Design dep_matrix_tracker, sky130hd; sources not shown.
**Sequential cells grouped by signal name**

Other sequential cells in the stronger grey, the rest of the logic in the fainter grey.
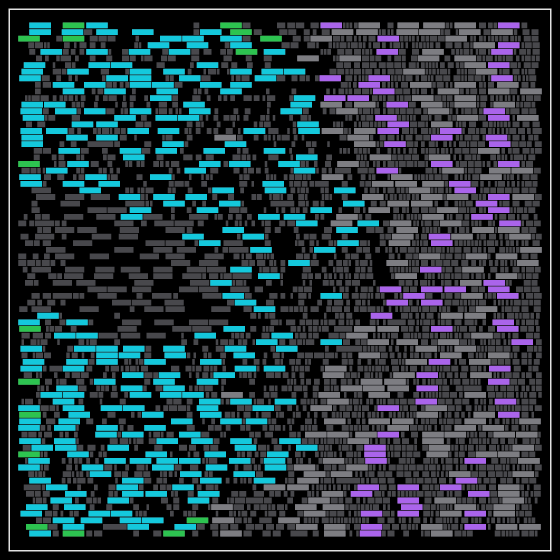
issue_ready: drawn in green, sequential cells 16. rd_r: drawn in purple, sequential cells 80, where a column on the right. mat_r: drawn in cyan, sequential cells 256.
final core area utilization: 72.0%
Seq. pwr: 579 uW
fraction of area in registers: 40.4%
Reg area: 0.0133 mm2

**Cell placement**

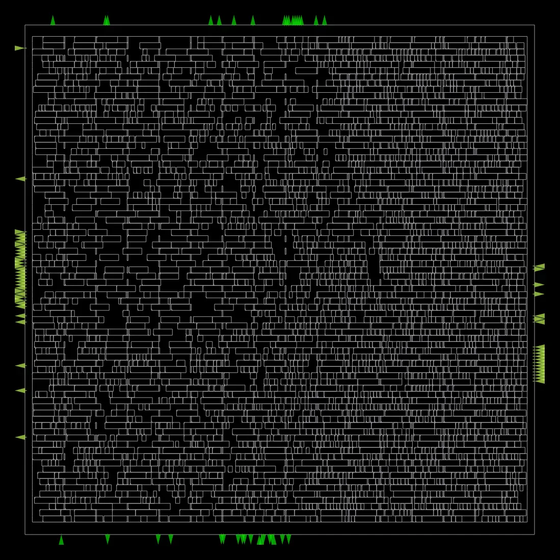
Seq cells: 533
fill count: 3325
core area: 0.0459 mm2

**The metal 3 layer**

Bar = 50 um. Cells faint in the background.
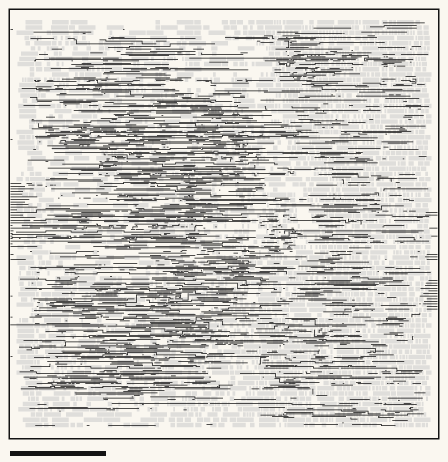
The longest straight run is 101 um. The layer holds 15% of the routed length. The layer carries 19500 um of wire. 670 nets have wire on it.
final WL: 126000 um
GRT met3 Usage: 21.0%

==> Changelog: implementation <==
### Implementation results

- Required time of the critical path: around 30 ns
- R2R Setup Slk: approximately 33 ns
- Min-Delay Path Depth: 2
- Global route overflow: 0
- Pwr top: sequential cells
- Number of non-clock buffers: between 150 and 200
- Int Power: approximately 870 uW
- # DRC: 0
- Top FF cell, synth: dfrtp_1
- Comb group: between 100 and 150 uW
- Non-clock inverters: 13
- CTS max path bufs: 3
- GRT Total Usage: 50.5%
- OpenROAD warning count: 39
- Area leader share: 43.7%
- Routed wl met3: between 15000 and 20000 um
- Max VDD drop: slightly above 40 uV
- Total CTS buffers: 142
- Clock transition at the registers of the reported paths: about 0.060 ns
- Flops & latches, synth: approximately 530
- Worst slew margin: 13.2%
- Die X: roughly 220 um
- Cell type with the largest total area: dfrtp_1
- Max-slew violations: 0
- H-tree depth: 4
- Cell count of the worst reg-to-reg path: 9
- Total Die Area: 0.0496 mm2
- Clock Power: approximately 500 uW
- ANT cells: 16
- RSZ-0062 raised after global routing: no
- Crit path DAT: 10.70 ns
- Synth Cell Area: 0.0305 mm2
- Mean Syn Cell Area: just over 9 um2
- Switching Share: roughly 28%
- Synth area leaders: dfrtp_1 44%, nand2_1 7.7%, mux4_2 6.2%
- Status: completed
- CP Launch Type: input port
- Mux frac, synth: ~6.6%
- Most common cell in the synthesized netlist: nand2_1
- First-pass GRT wire length: approximately 180000 um
- Initial antenna violation count: 18
- Seq share, synth: between 40 and 50%
- # setup viols final: 0
- Mi-comb count: roughly 2400
- Slowest stage cell, crit path: clkdlybuf4s50_1
- Comb area: 0.0157 mm2
- Routed len/inst: about 32 um
- Fin crit period: around 18 ns
- CLK BUF: 206
- Async SR Flop Fraction: 100%
- Psw: about 340 uW
- Cells after Synth: about 3300
- Placed cells: 3715
- Crit-path cells: buf_4 > buf_4 > mux4_2 > mux4_2 > nor2b_1 > clkdlybuf4s50_1
- Setup Skew: 0.0638 ns
- Max reg flops: 256
- Die H: 223 um
- Most frequent logic cell in the layout: nand2_1
- Critical path capture point type: primary output
- CP peak stage delay: ~0.7 ns
- Late-Pin Clk Latency: 1.04 ns
- Fmax: around 55 MHz
- Most used routing layer: met2
- Logic pwr share: 9.7%
- CP Depth: 6
- Number of cells in Yosys stat: 3303
- Init Core Util: ~66%
- Setup TNS: 0 ns
- CP Class: input port to primary output
- Syn_nets: approximately 3300
- Vias post-DR: about 29000
- Fin crit share: between 40 and 50%
- Port Buffers: 85
- Min setup slack post-route: ~19 ns
- # IOs: 86
- Layout cells sized above 1: around an eighth
- Post-synth EDFFs: 0
- M1 wire length: approximately 41000 um
- Largest net degree at the start of global routing: 230
- Root Buffer: clkbuf_4
- GPL Wtd Cong: ~1.1
- Hold_buf cts: 0
- Max-cap violations: 0
- WP buf/inv: 3
- Combinational share of cell area: a little under half
- Area fraction in compound gates: about an eighth
- NonClk Buf Share: around 4.4%
- YS chip area: about 0.03 mm2
- Well Taps: around 600
- Antenna Violating Nets Remaining: 0
- Vias in the first global route: between 20000 and 30000
- And+or+nand+nor area frac: 19.9%
- Total power: around 1.2 mW
- CTS tree: done
- Hold WS: 0.536 ns
- Highest routed layer: met5
- Synth cell count leaders: 624 x nand2_1, 533 x dfrtp_1, 327 x a21oi_1
- Netlist cell types: roughly 90
- Pwr Density: 36.6 mW/mm2
- Critical Path Fanout Max: 35
- Pre-CTS setup slack: between 15 and 20 ns
- Seq pwr share: 47.9%
- DP HPWL: around 83000 um
- Final hold viol count: 0
- LEAKAGE: roughly 14 nW
- Num rows: ~80
- Most frequent cells in the layout: 624 x nand2_1, 533 x dfrtp_1, 326 x a21oi_1
- Drt first pass iters: 7
- Family with the most delay on the worst path: buffers and inverters
- Placement Cell Area: 0.0312 mm2
- Clock power share: between 40% and 50%
- Initial DRC Count: 5508
- Post_cts resized: 0
- Final Instance Area: roughly 0.033 mm2
- Dominant comb cell: simple AND/OR/NAND/NOR gates
- Met2 wire length: between 50000 and 60000 um
- Max-area cell class: logic gates
- Min-delay worst type: flop to flop
- M2 GR Usage: 71.7%
- Yosys adder share: less than 1%
- Ys Warns: 0
- Final nets: ~3300
- XOR-XNOR Cells, Area Fraction: 11.0%
- Worst-Margin Slew: between 1 and 1.5 ns
- Layout Cells excl Fill: roughly 4000
- Post-CTS setup buffers: 0
- CTS sink count: ~530
- Clk tree area frac: under 10%
- Grt met1 use: roughly 60%
- Layout area overhead: 8.21%
- Vias/cell: 7.33
Power and IR drop assume default switching activity.
